==> src/rtl/polyphase_fir_x_param_if.sv <==
// polyphase_fir_x_param_if: input and output pixel streams of the X decimating filter.
interface polyphase_fir_x_param_if #(parameter int DATA_W = 8);
   logic              in_valid, in_ready, in_eol, out_valid, out_ready;
   logic [DATA_W-1:0] in_pix, out_pix;
   modport master (output in_valid, in_pix, in_eol, out_ready, input in_ready, out_valid, out_pix);
   modport slave (input in_valid, in_pix, in_eol, out_ready, output in_ready, out_valid, out_pix);
endinterface

==> src/rtl/polyphase_fir_x_param.sv <==
// polyphase_fir_x_param: horizontal polyphase decimator with shift-add taps, rounding, clamping,
// end-of-line replication and a three-stage (phase capture, tap sums, output) stall-aware pipeline.
module polyphase_fir_x_param #(
   parameter int DATA_W = 8,
   parameter int MAX_PHASES = 8,
   parameter int TERMS = 3,
   parameter int SHIFT_W = 2,
   parameter int NORM_W = 4,
   localparam int CNT_W = $clog2(MAX_PHASES + 1),
   localparam int TERM_W = SHIFT_W + 3,
   localparam int COEF_W = MAX_PHASES * TERMS * TERM_W,
   localparam int AW = DATA_W + 2**SHIFT_W + $clog2(MAX_PHASES * TERMS) + 1
) (
   input  logic                clk,
   input  logic                rst_n,
   input  logic                clr,
   input  logic [CNT_W-1:0]    factor,
   input  logic [COEF_W-1:0]   coef,
   input  logic [NORM_W-1:0]   norm,
   polyphase_fir_x_param_if.slave s,
   output logic                cfg_err
);
   localparam logic [CNT_W-1:0] MAXF = CNT_W'(MAX_PHASES);

   logic [CNT_W-1:0]     cnt, f_cur, f_lat, f_eff, g_f;
   logic [DATA_W-1:0]    ph [MAX_PHASES];
   logic [COEF_W-1:0]    coef_g;
   logic [NORM_W-1:0]    norm_g, b_norm;
   logic                 gv, b_valid, fac_ok, acc_in, done, b_load, c_load;
   logic signed [AW-1:0] tap_c [MAX_PHASES];
   logic signed [AW-1:0] s_b [MAX_PHASES];
   logic signed [AW-1:0] acc, rnd;
   logic [DATA_W-1:0]    pix_c;

   function automatic logic signed [AW-1:0] term_val(input logic [DATA_W-1:0] px, input logic [TERM_W-1:0] fld);
      logic [AW-1:0] mag;
      mag = fld[TERM_W-3] ? AW'(px) << fld[SHIFT_W-1:0] : AW'(px >> fld[SHIFT_W-1:0]);
      return $signed(fld[TERM_W-1] ? (fld[TERM_W-2] ? -mag : mag) : '0);
   endfunction

   // A group's factor is only known once its first pixel is taken, so cnt==0 uses the live input.
   assign fac_ok = factor != '0 && factor <= MAXF;
   assign f_lat = fac_ok ? factor : MAXF;
   assign f_eff = cnt == '0 ? f_lat : f_cur;
   assign acc_in = s.in_valid && s.in_ready;
   assign done = s.in_eol || cnt == f_eff - CNT_W'(1);
   assign c_load = b_valid && (!s.out_valid || s.out_ready);
   assign b_load = gv && (!b_valid || c_load);
   assign s.in_ready = !(gv && b_valid && !c_load);

   always_comb
      for (int p = 0; p < MAX_PHASES; p++) begin
         tap_c[p] = '0;
         if (p < int'(g_f))
            for (int t = 0; t < TERMS; t++)
               tap_c[p] = tap_c[p] + term_val(ph[p], coef_g[(p*TERMS+t)*TERM_W +: TERM_W]);
      end

   always_comb begin
      acc = '0;
      for (int p = 0; p < MAX_PHASES; p++)
         acc = acc + s_b[p];
      rnd = b_norm == '0 ? acc : $signed(acc + (AW'(1) << (b_norm - NORM_W'(1)))) >>> b_norm;
      pix_c = rnd[AW-1] ? '0 : (|rnd[AW-2:DATA_W]) ? '1 : rnd[DATA_W-1:0];
   end

   always_ff @(posedge clk or negedge rst_n)
      if (!rst_n)
         cfg_err <= 1'b0;
      else if (!clr && acc_in && cnt == '0 && !fac_ok)
         cfg_err <= 1'b1;

   always_ff @(posedge clk or negedge rst_n)
      if (!rst_n) begin
         cnt <= '0; f_cur <= MAXF; g_f <= MAXF; gv <= 1'b0; b_valid <= 1'b0;
         s.out_valid <= 1'b0; s.out_pix <= '0; coef_g <= '0; norm_g <= '0; b_norm <= '0;
         ph <= '{default: '0}; s_b <= '{default: '0};
      end else if (clr) begin
         cnt <= '0; f_cur <= MAXF; g_f <= MAXF; gv <= 1'b0; b_valid <= 1'b0;
         s.out_valid <= 1'b0; s.out_pix <= '0; coef_g <= '0; norm_g <= '0; b_norm <= '0;
         ph <= '{default: '0}; s_b <= '{default: '0};
      end else begin
         if (acc_in) begin
            // End of line replicates the last pixel into every remaining phase.
            for (int p = 0; p < MAX_PHASES; p++)
               if (CNT_W'(p) == cnt || (s.in_eol && CNT_W'(p) > cnt))
                  ph[p] <= s.in_pix;
            if (cnt == '0)
               f_cur <= f_lat;
            cnt <= done ? '0 : cnt + CNT_W'(1);
            if (done) begin
               g_f <= f_eff;
               coef_g <= coef;
               norm_g <= norm;
            end
         end
         gv <= (acc_in && done) || (gv && !b_load);
         if (b_load) begin
            s_b <= tap_c;
            b_norm <= norm_g;
         end
         b_valid <= b_load || (b_valid && !c_load);
         if (c_load)
            s.out_pix <= pix_c;
         s.out_valid <= c_load || (s.out_valid && !s.out_ready);
      end
endmodule

==> src/flat_wrapper.sv <==
// flat-port wrapper written by rule: the top's interface ports become plain ports
module polyphase_fir_x_param_flat 
#(
   parameter int DATA_W = 8,
   parameter int MAX_PHASES = 8,
   parameter int TERMS = 3,
   parameter int SHIFT_W = 2,
   parameter int NORM_W = 4,
   localparam int CNT_W = $clog2(MAX_PHASES + 1),
   localparam int TERM_W = SHIFT_W + 3,
   localparam int COEF_W = MAX_PHASES * TERMS * TERM_W,
   localparam int AW = DATA_W + 2**SHIFT_W + $clog2(MAX_PHASES * TERMS) + 1
)
  (clk, rst_n, clr, factor, coef, norm, cfg_err, s_in_valid, s_in_pix, s_in_eol, s_out_ready, s_in_ready, s_out_valid, s_out_pix);
  polyphase_fir_x_param_if #(.DATA_W(DATA_W)) s_i ();
  input  logic clk;
  input  logic rst_n;
  input  logic clr;
  input  logic [CNT_W-1:0] factor;
  input  logic [COEF_W-1:0] coef;
  input  logic [NORM_W-1:0] norm;
  output logic cfg_err;
  input wire logic [$bits(s_i.in_valid)-1:0] s_in_valid;
  input wire logic [$bits(s_i.in_pix)-1:0] s_in_pix;
  input wire logic [$bits(s_i.in_eol)-1:0] s_in_eol;
  input wire logic [$bits(s_i.out_ready)-1:0] s_out_ready;
  output wire logic [$bits(s_i.in_ready)-1:0] s_in_ready;
  output wire logic [$bits(s_i.out_valid)-1:0] s_out_valid;
  output wire logic [$bits(s_i.out_pix)-1:0] s_out_pix;
  assign s_i.in_valid = s_in_valid;
  assign s_i.in_pix = s_in_pix;
  assign s_i.in_eol = s_in_eol;
  assign s_i.out_ready = s_out_ready;
  assign s_in_ready = s_i.in_ready;
  assign s_out_valid = s_i.out_valid;
  assign s_out_pix = s_i.out_pix;
  polyphase_fir_x_param #(.DATA_W(DATA_W), .MAX_PHASES(MAX_PHASES), .TERMS(TERMS), .SHIFT_W(SHIFT_W), .NORM_W(NORM_W)) u_core (.clk(clk), .rst_n(rst_n), .clr(clr), .factor(factor), .coef(coef), .norm(norm), .s(s_i), .cfg_err(cfg_err));
endmodule
==> config.mk <==
export PLATFORM = sky130hd
export DESIGN_NAME = polyphase_fir_x_param_flat
export DESIGN_NICKNAME = d
export VERILOG_FILES = /design/src/rtl/polyphase_fir_x_param_if.sv /design/src/rtl/polyphase_fir_x_param.sv /design/src/flat_wrapper.sv
export SDC_FILE = /design/constraint.sdc
export NUM_CORES = 2
export LEC_CHECK = 0
export ABC_AREA = 1
export ABC_CLOCK_PERIOD_IN_PS = 15000
export CAP_MARGIN = 20
export CORE_MARGIN = 10
export CORE_UTILIZATION = 55
export CTS_CLUSTER_SIZE = 20
export DETAILED_ROUTE_END_ITERATION = 16
export PLACE_DENSITY = 0.73
export SETUP_SLACK_MARGIN = 0.15
export SLEW_MARGIN = 20
export SYNTH_ARGS = -nofsm -noshare
export SYNTH_HDL_FRONTEND = slang
export SYNTH_SLANG_ARGS = --single-unit
export TNS_END_PERCENT = 20
==> constraint.sdc <==
create_clock -name clk -period 15 [get_ports clk]
set_clock_uncertainty 0.1 [all_clocks]
set_input_delay 1.5 -clock clk [delete_from_list [all_inputs] [get_ports clk]]
set_output_delay 1.5 -clock clk [all_outputs]
set_load 0.01 [all_outputs]
==> summary.txt <==
The full implementation flow was run.

The global route stage reports its total congestion overflow as 0. The number of placed I/O pins stands at 153. The total power per unit cell area stands at 71.07 nW/um2. The sequential-to-total area share from yosys stat stands at 20.43%.

The post-synthesis cell count stands at 6,834. The compound-gate portion of the synthesized area stands at 23.11%. Entering global routing, the biggest net connects 148 pins. For the pin with the worst max-slew slack, the measured transition is 1.025 ns.

The number of buffers added on ports stands at 152. Looking at the clock tree report, the root buffer type is sky130_fd_sc_hd__clkbuf_16. The flow ran to the end, and the final reports show no timing, DRC or antenna violations. The delay of the slowest critical-path stage stands at 0.53 ns. The simple-gate share of the synthesized area stands at 25.80%. The OpenROAD warning count stands at 32. Adding up every negative setup slack in the final design gives 0 ns. The initial antenna violation count stands at 3. The number of nets in the synthesized netlist is 7,410. The number of failing setup endpoints in the final timing report stands at 0.

The count of final max-slew check failures stands at 0. Timing would allow up to 143.8 MHz. In this design, the critical path's most frequently occurring cell is sky130_fd_sc_hd__nand2_1. The first TritonRoute pass finished after 7 iterations.

In this run the full chip footprint comes out at 91,920 um2. In this run the worst path has a maximum fanout of 8. The horizontal die dimension stands at 303.2 um. Across the run, the number of max-cap violations was 0. Summed over its instances, the top area cell type makes up 20.31% of the synthesized netlist area. The quantity of hold-fixing buffers added after cts stands at 0. The count of state elements after synthesis stands at 360.

Setup repair after global routing left no endpoint under its margin. Counting endpoints that fail hold in the final report gives 0. Of the combinational cells, the family taking the most area is simple AND/OR/NAND/NOR gates.

The share of the cycle needed by the critical path after routing stands at 46.35%. The number of global-route vias before repair stands at 42.28k. Synthesis instantiated 67 different standard cells from the library. The post-synth tally of flip-flops with integrated enable stands at 0. The worst vdd rail ir drop stands at 0.08488 mV. The clock latency of the later-clocked register in the worst-skew pair stands at 0.62 ns.

The required time of the critical path stands at 15.39 ns. A synthesized cell averages 6.454 um2. STA classifies the critical path endpoint as a register. TritonCTS built the clock tree. The share of the core filled by cells before placement stands at 55.65%.

The max-slew headroom at the worst pin stands at 31.66%. The post-CTS setup buffer count stands at 0. The count of unresolved DRC violations after routing stands at 0.

TritonCTS created 48 clock buffers. CTS reports a maximum clock tree buffer depth of 3. The HPWL after detailed placement is 111,800 um. The time the final worst path needs with I/O delays and setup stands at 6.953 ns. For this run, the number of Yosys warnings is 0. According to the Yosys statistics, the synthesized design has a chip area of 44,100 um2. STA classifies the critical path startpoint as a register. Per the synthesis report, the dominant area consumer among library cells is sky130_fd_sc_hd__dfrtp_1. From bottom edge to top edge, the die measures 303.2 um. The clock transition time at the flip-flop clock pins of the worst setup and hold paths stands at 0.06 ns. The filler cells instantiated in the layout total 7,727.

In the synthesized netlist the dominant register cell turns out to be sky130_fd_sc_hd__dfrtp_1. The share of final-layout standard cells stronger than drive strength 1 stands at 4.758%. At the end of the flow, the number of nets in the layout was 7,432. Counting flops with an async set or reset pin after synthesis yields a share of 100.0%. After its last routability iteration, the placer logged a weighted congestion of 0.9972. Yosys stat counts 6,834 cells in the synthesized netlist. The detail-routed via count per cell stands at 5.705. The first global-routing pass estimated 228,700 um of wire. The largest individual stage delay along the critical path comes from the cell sky130_fd_sc_hd__fa_1. The adder-cell share of the synthesized area stands at 16.47%. STA puts the critical path data arrival time at 7.34 ns. Looking at the setup timing report, the critical path kind is reg -> reg. In this run, the synthesized area fraction spent on xor and xnor cells is recorded as 1.050%. The library cells used most frequently in the layout, excluding fill and tap cells, are sky130_fd_sc_hd__nand2_1 (1,513), sky130_fd_sc_hd__inv_1 (1,164), sky130_fd_sc_hd__o21ai_0 (839), sky130_fd_sc_hd__nor2_1 (576), sky130_fd_sc_hd__a21oi_1 (482). The min-delay analysis places its worst path in the category reg -> reg. The iteration-0 DRC count of the detailed router stands at 4,010. Once the clock tree was built, the resizer swapped 0 gates to a different size. The count of antenna-violating nets left after detailed routing stands at 0.

After synthesis, the share of cell area in mux cells is 0.2667%. The reported leakage power stands at 23.40 nW. The clock drives 360 sinks. Per the CTS log, the maximum H-tree level is 2. By instance count after routing, the leading logic cell type is sky130_fd_sc_hd__nand2_1. Yosys attributes the largest share of cell area to sky130_fd_sc_hd__dfrtp_1 (20%), sky130_fd_sc_hd__nand2_1 (13%), sky130_fd_sc_hd__fa_1 (11%), sky130_fd_sc_hd__inv_1 (9.9%), sky130_fd_sc_hd__o21ai_0 (9.5%).

The summed instance area of the synthesized netlist stands at 44,100 um2.
-- routing by layer --
metal  wire length, um  global-route usage (%)
met3              9568                   3.695
met4              6947                   14.49
met5                 0                       0
met2             65270                   49.47
met1             61430                   41.00
-- metrics by stage --
step | hold slack (ns) | worst slack [ns] | total power (W) | area [um2] | instances
after global placement | 0.3688 | 8.170 | 0.002124 | 46070 | 7856
after floorplan | 0.3464 | 8.832 | 0.001832 | 44100 | 6834
final | 0.3809 | 8.047 | 0.003393 | 47740 | 7947
after global routing | 0.4009 | 7.374 | 0.003588 | 47740 | 7945
after CTS | 0.3817 | 8.059 | 0.003389 | 47740 | 7944
after detailed placement | 0.3679 | 8.116 | 0.002136 | 46070 | 7856
-- cells in the mapped netlist (all sizes together), types with 7 or more instances --
master,n
a211oi,9
a21o,24
a21oi,483
a22o,14
a22oi,31
a31o,22
a31oi,27
a32oi,7
and2,8
buf,108
clkbuf,90
clkinv,9
dfrtp,358
fa,244
ha,190
inv,1225
nand2,1522
nand3,378
nand3b,17
nand4,10
nor2,619
nor3,110
o2111ai,16
o211ai,30
o21a,43
o21ai,930
o21bai,41
o221ai,13
o22ai,108
o32ai,12
or2,52
xnor2,15
xor2,37
-- power by group --
| part | internal (W) | leakage [nW] | switching, W |
|---|---|---|---|
| sequential | 0.00101 | 4.90 | 0.0000991 |
| combinational | 0.000344 | 17.7 | 0.000691 |
| clock | 0.000733 | 0.819 | 0.000514 |
-- state kept, by name, summed over array words and instances (netlist names) --
signal              flops
u_core.norm_g           4
u_core.g_f              4
u_core.cfg_err          1
u_core.gv               1
u_core.s.out_pix        8
u_core.s_b            144
u_core.coef_g         120
u_core.ph              64
u_core.b_valid          1
u_core.cnt              4
u_core.f_cur            4
u_core.b_norm           4
u_core.s.out_valid      1
-- worst paths after layout --
path | startpoint | end | slack, ns | cells after the start
min in group asynchronous | rst_n | u_core.ph[5] | 0.81 | 1
min | u_core.s.out_pix[2] | u_core.s.out_pix[2] | 0.38 | 2
max | u_core.s_b[2] | u_core.s.out_pix[2] | 8.05 | 38
max reg2reg | u_core.s_b[2] | u_core.s.out_pix[2] | 8.05 | 38
max in group asynchronous | rst_n | u_core.coef_g[23] | 11.65 | 3
min reg2reg | u_core.s.out_pix[2] | u_core.s.out_pix[2] | 0.38 | 2
-- area by class of cell --
| class | instances | area, um2 | area share (%) |
|---|---|---|---|
| sequential | 360 | 9011 | 18.87 |
| multi-input combinational | 5042 | 29440 | 61.65 |
| tap | 1050 | 1314 | 2.752 |
| inverter | 1234 | 4639 | 9.717 |
| clock inverter | 27 | 291.5 | 0.6106 |
| clock buffer | 61 | 1371 | 2.872 |
| timing repair buffer | 170 | 1674 | 3.506 |
| antenna | 3 | 7.507 | 0.01572 |
-- cell families (layout without fill, tap and decap cells) --
logic type	after synthesis	in the layout
compound gates	1820	1820
xor+xnor	52	52
fa+ha+maj	434	434
buf+inv	1432	1492
flops	360	360
mux	11	11
other cells	0	3
simple gates	2725	2725
-- critical path, delay by kind of cell, from the launching register on --
kind | cells | cell delay, ns
fa+ha+maj | 7 | 3.07
simple gates | 21 | 1.91
compound gates | 5 | 1.00
flops | 1 | 0.33
buf+inv | 4 | 0.26
xor+xnor | 1 | 0.18
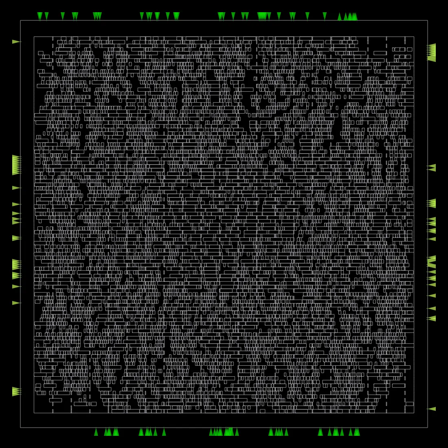
*Cell placement*
share of cell area taken by flip-flops and latches: 18.87%
final core occ: 60.24%
number of sequential cells: 360

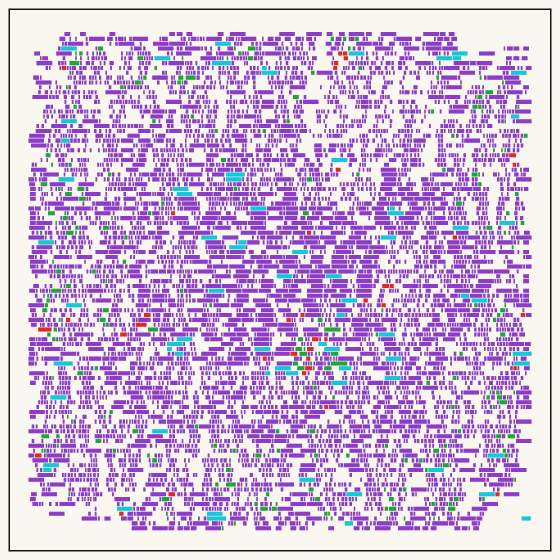
*Cell sizes after repair*
legend:
  drive 3 to 4:
    color: red
    cells: 38
  drive 1 or less:
    color: purple
    cells: 6,566
  drive 2:
    color: green
    cells: 219
  drive 6 and up:
    color: cyan
    cells: 71
area overhead of the layout relative to synthesis: 8.252%
Non-CTS buffers: 170

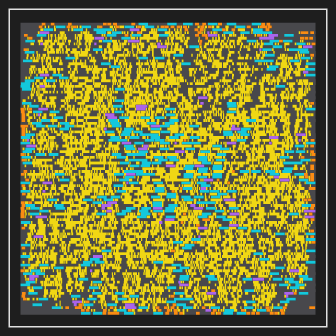
*Cells colored by class*
Fill, decap, tap and diode cells in gray.
legend:
  flip-flops:
    color: cyan
    cells: 360
    share_of_their_area: 19%
  clock drivers and dummy loads:
    color: purple
    cells: 88
    share_of_their_area: 3.6%
  all other logic:
    color: yellow
    cells: 6,276
    share_of_their_area: 73%
  other buffers and delay cells:
    color: orange
    cells: 170
    share_of_their_area: 3.6%
Rows: 103
area inside the core boundary: 79,260 um2
Layout Cell Area excl Fill: 47,740 um2

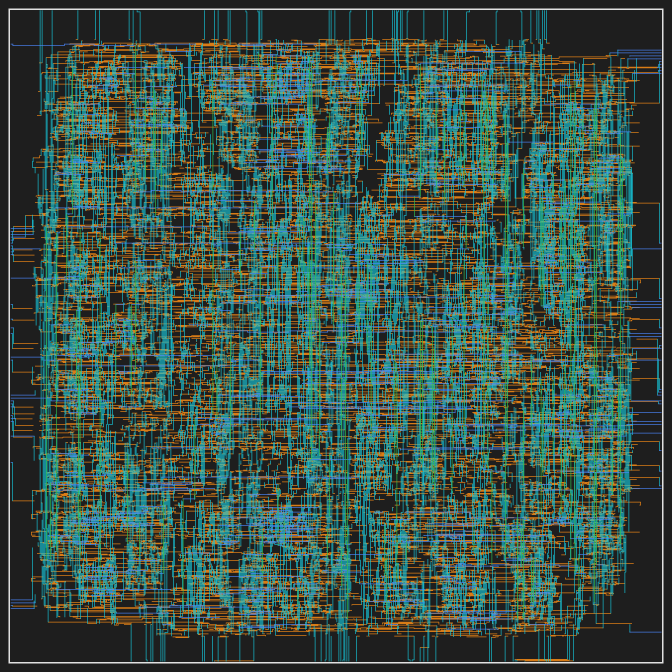
*Wiring by layer*
legend:
  met2:
    color: cyan
    wire_length: 65.3 mm
  met1:
    color: orange
    wire_length: 61.4 mm
  met3:
    color: blue
    wire_length: 9,570 um
  met4:
    color: green
    wire_length: 6,950 um
Routed Wire Length: 143,200 um
total routing resource utilization after global routing: 30.77%
Via Count: 45.34k
post-DR wirelength/cell: 18.02 um

Power and IR drop assume default switching activity.
